==> config.mk <==
export PLATFORM = sky130hd
export DESIGN_NAME = ahb_busmatrix_ble_input_stage_flat
export DESIGN_NICKNAME = d
export VERILOG_FILES = /design/src/rtl/ahb_busmatrix_ble_input_stage_pkg.sv /design/src/rtl/ahb_busmatrix_ble_input_stage_if.sv /design/src/rtl/ahb_busmatrix_ble_input_stage.sv /design/src/flat_wrapper.sv
export SDC_FILE = /design/constraint.sdc
export NUM_CORES = 1
export LEC_CHECK = 0
export ABC_AREA = 1
export CAP_MARGIN = 20
export CORE_ASPECT_RATIO = 1.1
export CORE_MARGIN = 2
export CORE_UTILIZATION = 45
export CTS_BUF_LIST = sky130_fd_sc_hd__clkbuf_4
export DETAILED_ROUTE_END_ITERATION = 10
export HOLD_SLACK_MARGIN = 0.12
export PLACE_DENSITY = 0.86
export SYNTH_ARGS = -nofsm -noshare
export SYNTH_HDL_FRONTEND = slang
export SYNTH_SLANG_ARGS = --single-unit
export TNS_END_PERCENT = 10
==> constraint.sdc <==
create_clock -name HCLK -period 1.8 [get_ports HCLK]
set_input_delay 0.45 -clock HCLK [delete_from_list [all_inputs] [get_ports HCLK]]
set_output_delay 0.45 -clock HCLK [all_outputs]
set_load 0.02 [all_outputs]
Figure 1. Gate-type map (run 1).
Scale: 6 px per um.
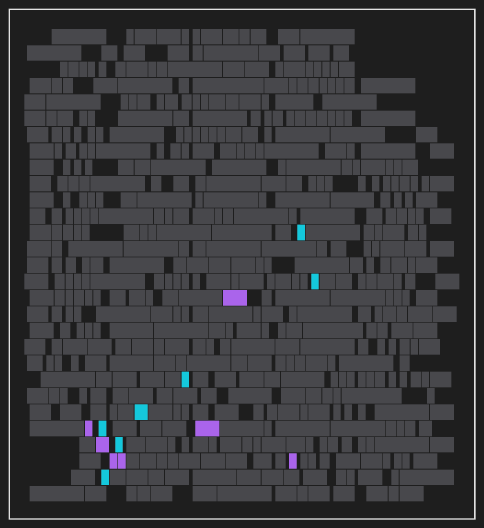
Key: cyan = inv cells [cells 7, most used inv_1]; purple = nor cells [cells 7, most used nor2_1]
most frequently placed logic cell in the final layout: nand2_1
share of the final layout cell area in multi-input gates: 30.1%
Post-Layout Cell Count: 606

Figure 2. Cell outlines without signal wires (run 1).
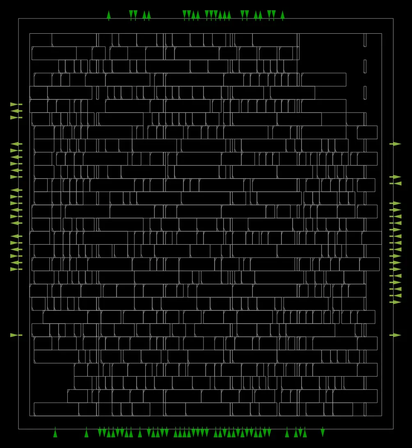
number of filler instances in the final layout: 354
post-layout utilization of the core: 81.9%
tapcells inserted: 77
Std-Cell Rows: 29
flip-flop and latch share of the layout cell area: 26.1%

Figure 3. Nets reached from selected ports (run 1).
Scale: 3 px per um.
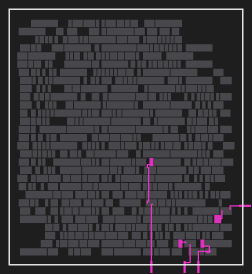
Key: magenta = bus_PROT_OUT [bits 4, direction output, edge 3 south, 1 east, end cells 4, buffers 4, wire 66.7 um]
number of port buffers: 105
io pins: 106

Figure 4. Cell sizes after repair (run 1).
Scale: 6 px per um.
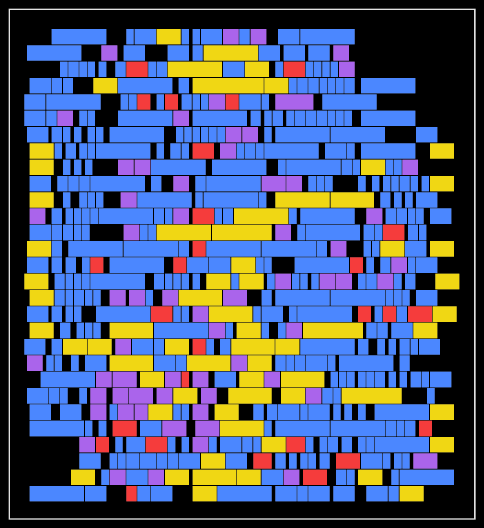
Key: blue = x1 and smaller [cells 375, share 71%]; purple = x3 and x4 [cells 63, share 12%]; red = x2 [cells 27, share 5.1%]; yellow = x6 and larger [cells 64, share 12%]
final design area excluding fillers: 4700 sq um
Area growth, synth to finish: 76.3%
number of buffers outside the clock class in the layout: 169

==> qor_table.md, run 1 <==
| Stage | Quantity | This run |
|---|---|---|
| drt | WL per Instance | 18.3 um |
| synthesis | Async set-reset flop share out of synthesis | 100% |
| final timing | Shortest period the worst path allows | 2130 ps |
| drt | TritonRoute pass-1 iters | 5 |
| drt | Uppermost layer routed | met4 |
| global route | First-pass GRT wire length | 15800 um |
| synthesis | Post-synthesis sequential element count | 49 |
| drt | Mean number of vias per cell | 5.66 |
| synthesis | Adders+Majority by Area | 0% |
| synthesis | Portion of synthesized cell area occupied by the leading cell type | 46.0% |
| final timing | Cycle use final | 118% |
| global route | GR met2 Demand/Resource | 56.0% |
| global route | Met1 Track Usage GR | 33.2% |
| drt | Final wirelength | 11100 um |
| global route | Grt peak-use layer | met2 |
| power | Proportion of power drawn by the clock network | 9.8% |
| flow run | Total tool warning count | 28 |
| final timing | Transition time at the pin with the least slew margin | 446 ps |
| synthesis | Syn_nets | 435 |
| synthesis | Portion of the post-synthesis area used by sequential elements | 46.0% |
| drt | Number of nets still failing antenna checks after routing | 0 |
| power | Power density over the cells | 1210 nW/um^2 |
| synthesis | Number of synthesized flops with an enable pin | 0 |
| drt | DRC viols | 0 |
| finish | Non-CTS inverters | 7 |
| cts | TritonCTS clock tree | done |
| power | Net switching power of the design | 2.38 mW |
| synthesis | Count of synthesis-stage warnings from yosys | 0 |
| hold path | Path class of the lowest-slack min-delay path | in2async |
| floorplanning | Die width | 77.4 um |
| synthesis | Main synth FF type | dfrtp_1 |
| synthesis | Area fraction in compound gates after synthesis | 0.986% |
| drt | Met1 Wirelength | 3780 um |
| power | Worst vdd ir | 0.000744 V |
| finish | Share of post-route cells with drive strength above 1 | 29.1% |
| flow run | Max-cap violation count | 0 |
| floorplanning | Initial Util | 46.5% |
| critical path | Depth of the worst register-to-register path | 11 |
| status | Outcome | finished, violations left |
| final timing | Clock Skews | 13.2 ps |
| synthesis | Avg Synthesized Cell Area | 7.01 sq um |
| finish | Clock distribution area overhead in the final layout | 1.28% |
| finish | Non-clock buffering overhead in the final layout | 39.9% |
| final timing | Number of failing setup endpoints in the final timing report | 54 |
| power | Internal power contribution | 3.30 mW |
| synthesis | Syn Std Cell Area | 2660 sq um |
| synthesis | Most used standard cells in the synthesized netlist | nand2_1 (189), nand3_1 (92), dfrtp_1 (49) |
| final timing | Final worst-path setup slack | -325 ps |
| synthesis | Most frequent cell after synthesis | nand2_1 |
| finish | Commonest cells after routing, fill and taps aside | nand2_1 (173), nand3_1 (84), clkdlybuf4s50_1 (53) |
| power | Part of the power in registers | 34.5% |
| status | Violations in the final reports | negative setup slack |
| critical path | Data arrival, critical path | 1680 ps |
| power | Reported clock group power | 0.557 mW |
| finish | Most area-hungry cell class in the final design | buffers |
| final timing | Relative max-transition margin | 70.2% |
| final timing | RSZ-0062 raised after global routing | yes |
| synthesis | Dominant cell type by area after synthesis | dfrtp_1 |
| critical path | Cell breakdown of the critical path | inv_2, nand2_4, nand2_4, bufbuf_16, nand2_1, nand2_1, buf_4 |
| floorplanning | Area enclosed by the die boundary | 6550 sq um |
| cts | Clock transition at path regs | 150 ps |
| drt | Met3 wire length | 702 um |
| cts | TritonCTS buffer count | 5 |
| global route | Global-route met3 utilization | 4.73% |
| synthesis | Share of cell area taken by muxes after synthesis | 0% |
| power | Net switching share of the total power | 41.8% |
| critical path | Total stage count of the critical path | 7 |
| finish | Ant diodes | 0 |
| critical path | Minimum setup slack among reg-to-reg paths | -20 ps |
| cts | CTS H-tree depth | 2 |
| global route | Maximum number of pins on one net before global-route repair | 29 |
| cts | # clock sinks | 49 |
| critical path | Slowest CP cell | dfrtp_1 |
## run 1: what timing repair did
item,4_1_cts,5_1_grt
setup buffers,13,6
pin swaps,8,9
gates resized,302,33
endpoints found under the hold margin,7,9
cloned,4,5
endpoints found under the setup margin,51,98
hold buffers,2,1
## run 1: through the flow
step	hold slack [ps]	area [sq um]	setup TNS [ps]	worst slack (ps)	power (mW)
floorplan	154	2660	0	163	3.14
global placement	448	4070	-21070	-592	4.22
finish	282	4700	-11410	-325	5.68
CTS	125	4450	-17800	-277	5.17
detailed placement	447	4070	-22570	-630	4.33
global route	282	4700	-17250	-406	5.99
Figure 5. Pin map (run 1).
Scale: 6 px per um. Pins as bars across the die edge, other pins in gray.
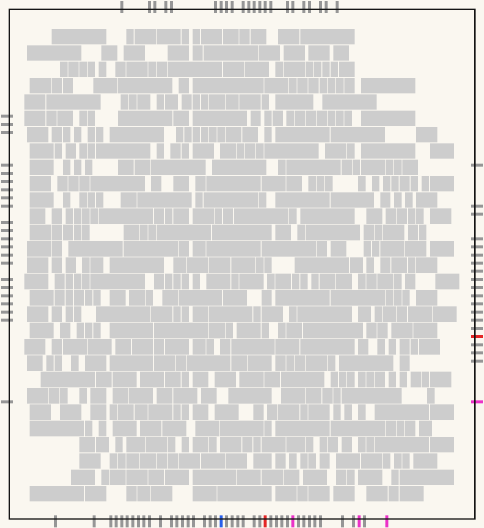

==> run 2: changes to the inputs <==
Settings changed: RECOVER_POWER set to 50, SLEW_MARGIN set to 10.
Figure 6. Pin map (run 2).
Scale: 6 px per um. Pins as bars across the die edge, other pins in gray.
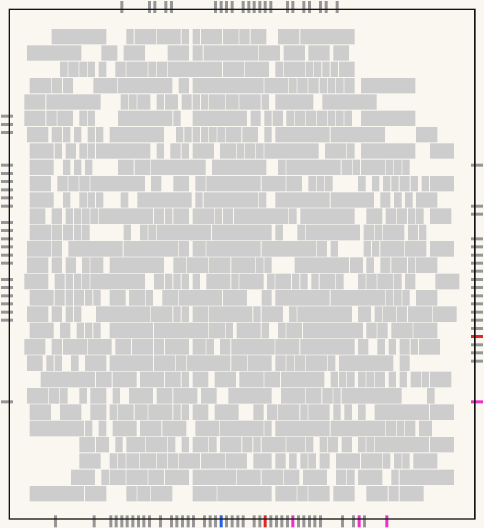
Key: magenta = bus_PROT_OUT [pins 4, direction output, edge 3 south, 1 east]; blue = bus_HMASTLOCKS [pins 1, direction input, edge south]; red = bus_TRANS_OUT [pins 2, direction output, edge 1 east, 1 south]
All pins by edge: 42 south, 22 west, 22 north, 20 east.
die width: 77.4 um
height of the chip: 84.7 um

Figure 7. Cell outlines without signal wires (run 2).
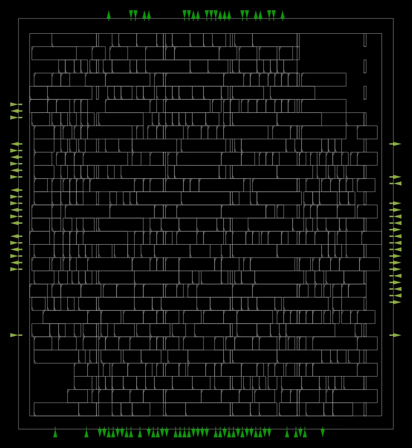
area of the core: 5730 sq um
number of filler instances in the final layout: 362
count of sequential standard cells: 49
post-layout utilization of the core: 81.4%

==> qor_table.md, run 2 <==
| Stage | Quantity | This run |
|---|---|---|
| drt | Final wirelength | 11100 um |
| synthesis | Most frequent cell after synthesis | nand2_1 |
| synthesis | Syn_nets | 435 |
| final timing | Final worst-path setup slack | -337 ps |
| final timing | Transition time at the pin with the least slew margin | 468 ps |
| hold path | Path class of the lowest-slack min-delay path | in2async |
| synthesis | Most used standard cells in the synthesized netlist | nand2_1 (189), nand3_1 (92), dfrtp_1 (49) |
| floorplanning | Area enclosed by the die boundary | 6550 sq um |
| final timing | Final hold slack | 379 ps |
| synthesis | Number of synthesized flops with an enable pin | 0 |
| power | Proportion of power drawn by the clock network | 9.9% |
| cts | TritonCTS clock tree | done |
| finish | Share of the final layout cell area in multi-input gates | 30.3% |
| drt | WL per Instance | 18.3 um |
| cts | CTS H-tree depth | 2 |
| finish | Ant diodes | 0 |
| finish | Most frequently placed logic cell in the final layout | nand2_1 |
| synthesis | Syn Std Cell Area | 2660 sq um |
| finish | Flip-flop and latch share of the layout cell area | 26.3% |
| power | Reported clock group power | 0.561 mW |
| floorplanning | Tapcells inserted | 77 |
| finish | Post-Layout Cell Count | 606 |
| final timing | Clock Skews | 13.3 ps |
| synthesis | Portion of synthesized cell area occupied by the leading cell type | 46.0% |
| critical path | Data arrival, critical path | 1690 ps |
| cts | Post-CTS Repair Setup Buffers | 13 |
| global route | Maximum number of pins on one net before global-route repair | 29 |
| critical path | Cell breakdown of the critical path | inv_2, nand2_4, nand2_4, bufbuf_16, nand2_1, nand2_1, buf_4 |
| cts | Resized Gates After CTS | 302 |
| finish | Area growth, synth to finish | 75.2% |
| finish | Clock distribution area overhead in the final layout | 1.29% |
| synthesis | Post-synthesis sequential element count | 49 |
| final timing | Number of failing setup endpoints in the final timing report | 57 |
| drt | DRC viols | 0 |
| finish | Number of buffers outside the clock class in the layout | 169 |
| critical path | Depth of the worst register-to-register path | 11 |
| place | Place WS | -630 ps |
| critical path | Slowest CP cell | dfrtp_1 |
| final timing | Cycle use final | 119% |
| status | Outcome | finished, violations left |
| place | Cell area reported after detailed placement | 4070 sq um |
| flow run | Max-cap violation count | 0 |
| critical path | Minimum setup slack among reg-to-reg paths | -20 ps |
| status | Violations in the final reports | negative setup slack |
| finish | Non-clock buffering overhead in the final layout | 39.5% |
| drt | TritonRoute pass-1 iters | 5 |
| finish | Commonest cells after routing, fill and taps aside | nand2_1 (173), nand3_1 (84), clkdlybuf4s50_1 (53) |
| finish | Most area-hungry cell class in the final design | buffers |
| synthesis | Avg Synthesized Cell Area | 7.01 sq um |
| cts | TritonCTS buffer count | 5 |
| cts | # clock sinks | 49 |
Figure 8. Nets reached from selected ports (run 2).
Scale: 3 px per um.
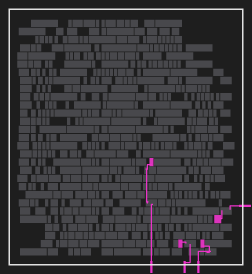
Key: magenta = bus_PROT_OUT [bits 4, direction output, edge 3 south, 1 east, end cells 4, buffers 4, wire 66.2 um]

-- run 2: cell counts after synthesis --
Identical to the previous run, type by type.
-- run 2: per-layer routing --
layer / GRT usage [%] / up-vias / wire length (um)
met4: 16.6 / 0 / 830
met1: 33.2 / 1580 / 3720
met2: 56.0 / 248 / 5700
li1: - / 1527 / -
met5: 0 / - / 0
met3: 4.73 / 74 / 827
-- run 2: through the flow --
stage / power, mW / TNS [ps]
after floorplan: 3.14 / 0
after global placement: 4.22 / -21070
after detailed placement: 4.33 / -22570
after CTS: 5.17 / -17800
after global routing: 5.99 / -17260
final: 5.67 / -12050
-- run 2: cells by family after synthesis --
logic type,Yosys count,synth area share [%]
DFF,49,46.0
AOI/OAI and AO/OA,4,0.987
buffers and inverters,35,6.86
and+or+nand+nor,292,46.1
No activity file was given, so power comes from the tool's default toggle rates.
